**config.mk**
```make
export PLATFORM = sky130hd
export DESIGN_NAME = dmem_bridge
export DESIGN_NICKNAME = d
export VERILOG_FILES = /design/src/rtl/dmem_bridge_pkg.sv /design/src/rtl/dmem_lane_align.sv /design/src/rtl/dmem_bridge.sv
export SDC_FILE = /design/constraint.sdc
export NUM_CORES = 1
export LEC_CHECK = 0
export CORE_ASPECT_RATIO = 1.25
export CORE_MARGIN = 1.5
export CORE_UTILIZATION = 45
export CTS_BUF_LIST = sky130_fd_sc_hd__clkbuf_16
export DETAILED_ROUTE_END_ITERATION = 10
export GPL_TIMING_DRIVEN = 0
export HOLD_SLACK_MARGIN = 0.06
export PLACE_DENSITY = 0.79
export SYNTH_ARGS = -nofsm -noshare
export SYNTH_HDL_FRONTEND = slang
export SYNTH_HIERARCHICAL = 1
export SYNTH_SLANG_ARGS = --single-unit
export TNS_END_PERCENT = 1
```
**constraint.sdc**
```tcl
create_clock -name clk -period 3.1 [get_ports clk]
set_input_delay 0.31 -clock clk [delete_from_list [all_inputs] [get_ports clk]]
set_output_delay 0.31 -clock clk [all_outputs]
set_load 0.01 [all_outputs]
```
**src/rtl/dmem_bridge_pkg.sv**
```systemverilog
// Shared encodings for the CPU data-memory bridge and its byte-lane aligner.
package dmem_bridge_pkg;

  typedef enum logic [1:0] {
    SZ_BYTE     = 2'b00,
    SZ_HALF     = 2'b01,
    SZ_WORD     = 2'b10,
    SZ_WORD_ALT = 2'b11
  } size_e;

  typedef enum logic [1:0] {
    ST_IDLE   = 2'b00,
    ST_ACCESS = 2'b01,
    ST_DONE   = 2'b10
  } state_e;

  localparam logic [3:0] BE_BYTE = 4'b0001;
  localparam logic [3:0] BE_HALF = 4'b0011;
  localparam logic [3:0] BE_WORD = 4'b1111;

  // The reserved size code behaves as a word access.
  function automatic logic is_misaligned(input size_e size, input logic [1:0] lane);
    case (size)
      SZ_BYTE: return 1'b0;
      SZ_HALF: return lane[0];
      default: return lane != 2'b00;
    endcase
  endfunction

endpackage

```
**src/rtl/dmem_lane_align.sv**
```systemverilog
// Combinational byte-lane steering: byte enables, replicated store data and
// right-aligned load data for a given access size and byte offset.
module dmem_lane_align
  import dmem_bridge_pkg::*;
(
  input  size_e       size_i,
  input  logic [1:0]  lane_i,
  input  logic [31:0] wdata_i,
  input  logic [31:0] rdata_i,
  output logic [3:0]  be_o,
  output logic [31:0] wdata_o,
  output logic [31:0] rdata_o
);

  always_comb begin
    be_o    = BE_WORD;
    wdata_o = wdata_i;
    rdata_o = rdata_i;
    case (size_i)
      SZ_BYTE: begin
        be_o    = BE_BYTE << lane_i;
        wdata_o = {4{wdata_i[7:0]}};
        rdata_o = rdata_i >> {lane_i, 3'b000};
      end
      SZ_HALF: begin
        be_o    = BE_HALF << {lane_i[1], 1'b0};
        wdata_o = {2{wdata_i[15:0]}};
        rdata_o = rdata_i >> {lane_i, 3'b000};
      end
      default: ;
    endcase
  end

endmodule

```
**src/rtl/dmem_bridge.sv**
```systemverilog
// Bridges the core's single-cycle DMEM port onto a wait-stated req/ack word bus,
// stalling the core until each access completes, times out or is rejected.
module dmem_bridge
  import dmem_bridge_pkg::*;
#(
  parameter int ADDR_W         = 16,
  parameter int TIMEOUT_CYCLES = 255
) (
  input  logic              clk,
  input  logic              rst_n,
  input  logic              cpu_req,
  input  logic              cpu_read_wrn,
  input  logic [1:0]        cpu_size,
  input  logic [ADDR_W-1:0] cpu_addr,
  input  logic [31:0]       cpu_wdata,
  output logic [31:0]       cpu_rdata,
  output logic              cpu_halt,
  output logic              err_misalign,
  output logic              err_timeout,
  input  logic              err_clr,
  output logic              mem_req,
  output logic              mem_we,
  output logic [ADDR_W-3:0] mem_addr,
  output logic [3:0]        mem_be,
  output logic [31:0]       mem_wdata,
  input  logic [31:0]       mem_rdata,
  input  logic              mem_ack
);

  localparam logic [7:0] TO_CNT = 8'(TIMEOUT_CYCLES);

  state_e            state_q;
  logic [ADDR_W-1:0] addr_q;
  size_e             size_q;
  logic              we_q;
  logic [31:0]       wdata_q;
  logic              mem_req_q;
  logic [31:0]       cpu_rdata_q;
  logic              err_misalign_q;
  logic              err_timeout_q;
  logic [7:0]        cnt_q;
  logic [7:0]        cnt_d;

  logic              cpu_misalign;
  logic [3:0]        al_be;
  logic [31:0]       al_wdata;
  logic [31:0]       al_rdata;

  assign cpu_misalign = is_misaligned(size_e'(cpu_size), cpu_addr[1:0]);
  assign cnt_d        = cnt_q + 8'd1;

  dmem_lane_align u_lane_align (
    .size_i  (size_q),
    .lane_i  (addr_q[1:0]),
    .wdata_i (wdata_q),
    .rdata_i (mem_rdata),
    .be_o    (al_be),
    .wdata_o (al_wdata),
    .rdata_o (al_rdata)
  );

  always_ff @(posedge clk or negedge rst_n) begin
    if (!rst_n) begin
      state_q        <= ST_IDLE;
      addr_q         <= '0;
      size_q         <= SZ_BYTE;
      we_q           <= 1'b0;
      wdata_q        <= '0;
      mem_req_q      <= 1'b0;
      cpu_rdata_q    <= '0;
      err_misalign_q <= 1'b0;
      err_timeout_q  <= 1'b0;
      cnt_q          <= '0;
    end else begin
      case (state_q)
        ST_IDLE: begin
          if (cpu_req) begin
            if (cpu_misalign) begin
              err_misalign_q <= 1'b1;
              cpu_rdata_q    <= '0;
              state_q        <= ST_DONE;
            end else begin
              addr_q    <= cpu_addr;
              size_q    <= size_e'(cpu_size);
              we_q      <= ~cpu_read_wrn;
              wdata_q   <= cpu_wdata;
              mem_req_q <= 1'b1;
              cnt_q     <= '0;
              state_q   <= ST_ACCESS;
            end
          end
        end
        ST_ACCESS: begin
          cnt_q <= cnt_d;
          // An ack arriving on the final permitted cycle still wins over the timeout.
          if (mem_ack) begin
            if (!we_q) cpu_rdata_q <= al_rdata;
            mem_req_q <= 1'b0;
            state_q   <= ST_DONE;
          end else if (cnt_d == TO_CNT) begin
            mem_req_q     <= 1'b0;
            err_timeout_q <= 1'b1;
            cpu_rdata_q   <= '0;
            state_q       <= ST_DONE;
          end
        end
        default: state_q <= ST_IDLE;
      endcase
      if (err_clr) begin
        err_misalign_q <= 1'b0;
        err_timeout_q  <= 1'b0;
      end
    end
  end

  // Gated by rst_n so the stall also drops while reset is held with cpu_req high.
  assign cpu_halt = rst_n & (((state_q == ST_IDLE) & cpu_req & ~cpu_misalign)
                             | (state_q == ST_ACCESS));

  assign cpu_rdata    = cpu_rdata_q;
  assign err_misalign = err_misalign_q;
  assign err_timeout  = err_timeout_q;
  assign mem_req      = mem_req_q;
  assign mem_we       = we_q & mem_req_q;
  assign mem_addr     = addr_q[ADDR_W-1:2];
  assign mem_be       = mem_req_q ? al_be : 4'b0000;
  assign mem_wdata    = al_wdata;

endmodule
```
==> notes.md <==
On the backend side, the flow ran end to end.

The setup check on the worst reg-to-reg path leaves a slack of 0.54 ns. Leaving out filler cells and counting taps, the final layout contains 778. The flow ran to the end, but the final reports show violations. In this run the worst path has a maximum fanout of 7. The final timing report lists a hold violation count of 0.

The share of total power dissipated in sequential elements is 28.3%. The overall die height stands at 123.0 um. Row generation in the floorplan step produced 43 rows.

The setup TNS after final layout stands at 0 ns. From synthesis to final layout, the design area changed by 44.06%. Derived from the worst setup path, the maximum achievable clock frequency is 0.3753 GHz. Total power normalized to cell area comes to 1035 mW/mm^2. The number of buffers on the longest clock path stands at 2.

Setup repair after global routing left no endpoint under its margin. The chip occupies 0.01217 sq mm. TritonCTS built the clock tree. According to the finish report, the design has a final net count of 728.

TritonRoute reported its final design rule violation total as 14. The synthesized design contains 0 enable-type register cells. Per the synth stats, the flop cell with the highest instance count is sky130_fd_sc_hd__dfrtp_1.

The worst setup slack after placement stands at 0.3603 ns. The clock share of power stands at 16.3%. The internal power stands at 5.015 mW. The total iterations of the first detailed-routing run stands at 10. Clock latency on the worst-skew pair, taken at its later pin, is 0.34 ns. The post-layout utilization of the core stands at 67.04%.

The script logs the mean routed wire length per placed instance as 18.65 um. Counting every net in the synthesized netlist gives 541. The checks that failed: design-rule violations. In the floorplan report the effective utilization is 46.53%. The number of clock buffers added by TritonCTS is 9. The slew at the pin closest to its max-slew limit stands at 0.6801 ns. On the critical path, the stage with the largest delay is an instance of sky130_fd_sc_hd__clkdlybuf4s50_1. The floorplan report gives the top-level pin count as 175. The worst setup path is launched from a primary input.

The total net switching power stands at 2.709 mW. The number of filler instances in the final layout stands at 838. The data required time reported for the critical path is 2.79 ns.
## state kept, by name (all words and copies together), names as in the netlist, 2 cells and up
register and count:
wdata_q 32, state_q 2, cpu_rdata 32, addr_q 16, cnt_q 8, size_q 2
## layout make-up
| cell class | instances | area [sq um] | area share (%) |
|---|---|---|---|
| buffer | 52 | 390.4 | 5.229 |
| clock buffer | 9 | 225.2 | 3.017 |
| tap | 135 | 168.9 | 2.262 |
| inverter | 10 | 37.54 | 0.5028 |
| clock inverter | 7 | 112.6 | 1.508 |
| sequential | 96 | 2402 | 32.18 |
| timing repair buffer | 176 | 1777 | 23.80 |
| multi-input combinational | 293 | 2352 | 31.51 |
## worst max-delay path by stage
stage / startpoint / endpoint / slack [ns]
2_1_floorplan: cnt_q[0] / cpu_rdata[0] / 0.90
6_report: cpu_size[1] / cpu_halt / 0.44
3_3_place_gp: rst_n / cpu_halt / -2.10
4_1_cts: rst_n / cpu_halt / 0.38
3_5_place_dp: cpu_addr[1] / wdata_q[18] / 0.36
5_1_grt: rst_n / cpu_halt / 0.24
## routing by layer
metal | part of all wire [%] | vias to the layer above | global-route usage (%)
li1 | - | 1990 | -
met2 | 50 | 194 | 42.28
met3 | 7.3 | 36 | 5.201
met1 | 38 | 2046 | 27.67
met4 | 4.1 | 0 | 13.66
met5 | 0 | - | 0
## cell families (layout without fill, tap and decap cells)
family	after synthesis	after routing	share of synthesized area, %
adder cells (fa/ha/maj)	2	2	0.4828
multiplexers	74	74	15.89
AND-OR/OR-AND	127	127	19.41
buffers and inverters	62	254	8.256
XOR/XNOR	3	3	0.5071
flip-flops	96	96	46.35
AND/OR/NAND/NOR	87	87	9.102
## worst reg2reg max path, delay by kind of cell (launching register included)
| kind | cells | cell delay [ns] |
|---|---|---|
| simple gates | 2 | 0.52 |
| buf+inv | 1 | 0.21 |
| flops | 1 | 0.41 |
| compound gates | 3 | 1.04 |
| fa+ha+maj | 1 | 0.27 |
## cells in the mapped netlist (9+ instances only)
master	number	share of area, %
sky130_fd_sc_hd__dfrtp_1	96	46
sky130_fd_sc_hd__mux2_2	66	14
sky130_fd_sc_hd__a22o_1	31	5.2
sky130_fd_sc_hd__nand2_1	31	2.2
sky130_fd_sc_hd__o21ai_0	29	2.8
sky130_fd_sc_hd__buf_4	26	3.8
sky130_fd_sc_hd__and2_1	13	1.6
sky130_fd_sc_hd__clkbuf_1	12	0.87
sky130_fd_sc_hd__nor2_1	12	0.87
sky130_fd_sc_hd__nor2b_1	11	1.3
sky130_fd_sc_hd__o21ai_1	11	1.1
sky130_fd_sc_hd__a21oi_1	10	0.97
sky130_fd_sc_hd__inv_1	9	0.65
## power groups by stage
stage | logic (mW) | clock network, mW | registers (mW)
floorplan | 2.33 | 0 | 2.18
global placement | 4.20 | 0 | 2.18
detailed placement | 4.27 | 0 | 2.21
CTS | 4.30 | 1.29 | 2.19
global route | 4.57 | 1.33 | 2.26
finish | 4.28 | 1.26 | 2.19
## repair_timing
item | CTS | global route
hold buffers | 1 | 0
endpoints found under the hold margin | 35 | 0
gates resized | 0 | 0
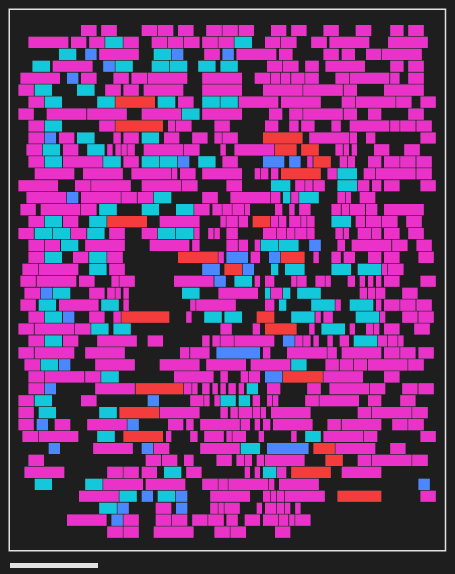
(images/sizes.png)
Scale bar: 20 um.
colour	size	cells	most used
red	_6 and larger	23	clkbuf_16
blue	_3 and _4 cells	35	buf_4
magenta	_0 and _1 cells	490	clkdlybuf4s50_1
cyan	_2 cells	95	mux2_2

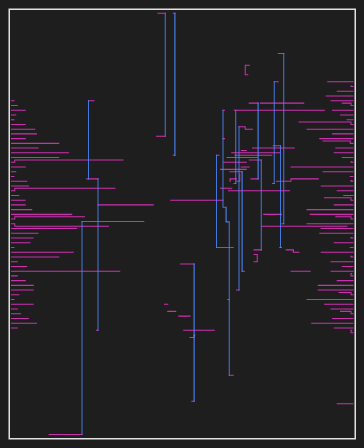
(images/wires.png)
Only two layers are drawn.
colour	layer	wire length
blue	metal 4	599 um
magenta	metal 3	1,060 um

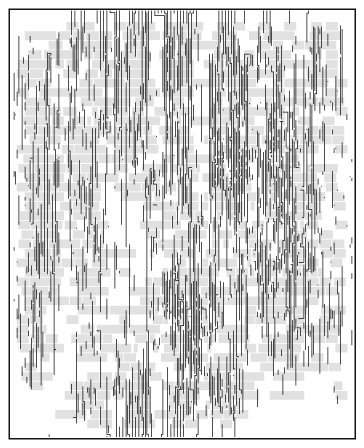
(images/layer_met2.png)
main direction	vertical
wire length on this layer	7,290 um

Power figures rest on the tool's default switching activity, not on a simulated workload.
